Figure 1. Clock wiring as the flow saved it.
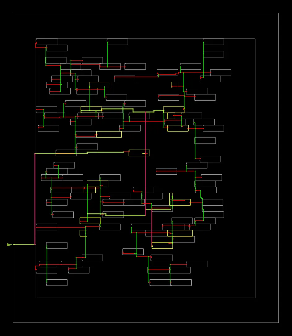
Figure 2. Signal wires on met1.
Drawn at 2 px/um. Supply wires on this layer in grey.
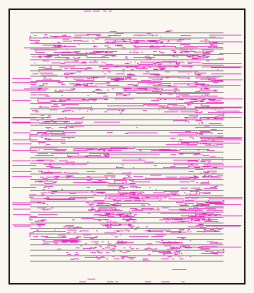
Figure 3. Metal 3.
Drawn at 3 px/um. Cells faint in the background.
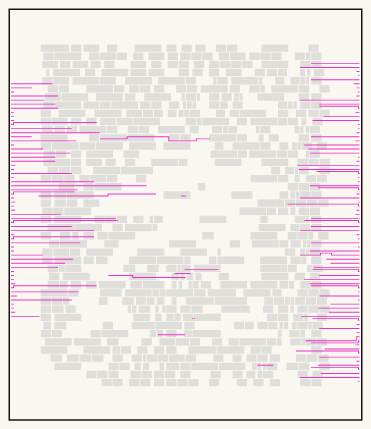
Figure 4. Clock network drawn from the DEF.
Drawn at 3 px/um.
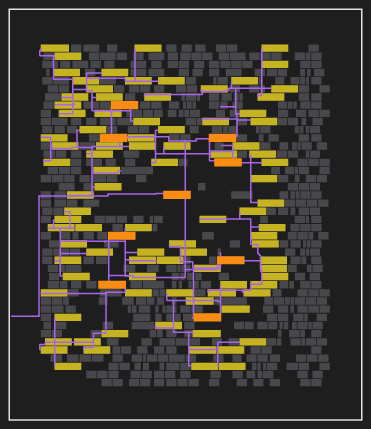
Design wb_sram_loader, sky130hd; sources not shown.
==> impl_metrics.py <==
# Generated from Yosys and OpenROAD reports
metrics = {
    "placement": {
        "place_ws_ps": 241.0,
        "routabilityCongestion": 0.7967,
    },
    "logic_synthesis": {
        "post_synth_and_or_nand_nor_area_fraction_pct": 9.674,
        "synth_area_um2": 4294,
        "post_synth_net_total": 502,
        "synth.lib_cells_used.distinct": 37,
        "synth.logic.top_family": "multiplexers",
        "ys_sh_aoi_pct": 10.46,
        "synth.area.mux_share_pct": 22.79,
        "ys_area_um2": 4294,
        "synth_flops": 92,
        "syn_area_per_cell_um2": 12.90,
        "synthesis.instances": 333,
    },
    "floorplanning": {
        "fp.coreArea_um2": 11040,
        "floorplan.core_util_pct": 38.91,
        "die-height_um": 136.5,
    },
    "critical_path": {
        "cp_max_fo": 8,
        "critPathArrivalTime_ps": 2370,
        "setup.worst_path.end_class": "flop",
        "timing_worst_setup_path_type": "flop to flop",
        "worstPathCellList": "and4bb_2 > nand4_2 > nor4_4 > mux2_2",
    },
    "final_timing": {
        "relSlewSlack_pct": 62.36,
        "setup_violations": 0,
        "layout_min_cycle_time_ps": 2248,
        "hold_violations": 0,
        "worst_pin_slew_ps": 560.4,
    },
    "global_routing": {
        "grt_pass1_wl_um": 21980,
        "number_of_antenna_violations_at_the_first_check_in_global_routing": 0,
        "busiest_layer": "met2",
    },
    "cells_and_area": {
        "area.share.combinational_pct": 25.51,
        "final_net_count": 748,
        "diodes": 0,
        "non_clock_inverter_count": 3,
        "final_cell_mix": "clkdlybuf4s50_1, dfrtp_1, mux2i_1",
        "final.clkbuf_count": 11,
        "area.share.sequential_pct": 31.90,
    },
    "outcome": {
        "status": "finished clean",
    },
    "detailed_routing": {
        "viasPerCell": 4.997,
        "route.detailed.wl_per_inst_um": 19.93,
    },
    "clocking": {
        "htree_levels": 3,
        "clock-root-buffer": "clkbuf_16",
    },
    "pwr": {
        "power_switching_share_pct": 19.81,
        "share_clk_of_total_power_pct": 44.2,
        "power.leakage_nw": 3.027,
    },
    "job": {
        "warnings": 28,
    },
}
Notes on Figure 1 above:
num sequential: 92
number of clock buffers inserted by TritonCTS: 9

Notes on Figure 2 above:
nets with wire on the layer: 655
main direction: horizontal
wire length on this layer: 5340 um
routed vias: 3578
WL final: 14270 um
met1 GRT Util: 19.59%

Notes on Figure 3 above:
longest straight run: 44.9 um
share of all routed wire: 12%
main direction: horizontal
wire length on this layer: 1680 um
nets with wire on the layer: 141
GR Util met3: 8.598%

Notes on Figure 4 above:
legend:
  flip-flops:
    colour: yellow
    count: 92
  clock drivers:
    colour: orange
    count: 9
  clock wires:
    colour: purple
    length: 1080 um
routed clock nets: 10
power attributed to the clock group: 1.28 mW
worst skew pair latency: 330 ps

Power and IR drop assume default switching activity.
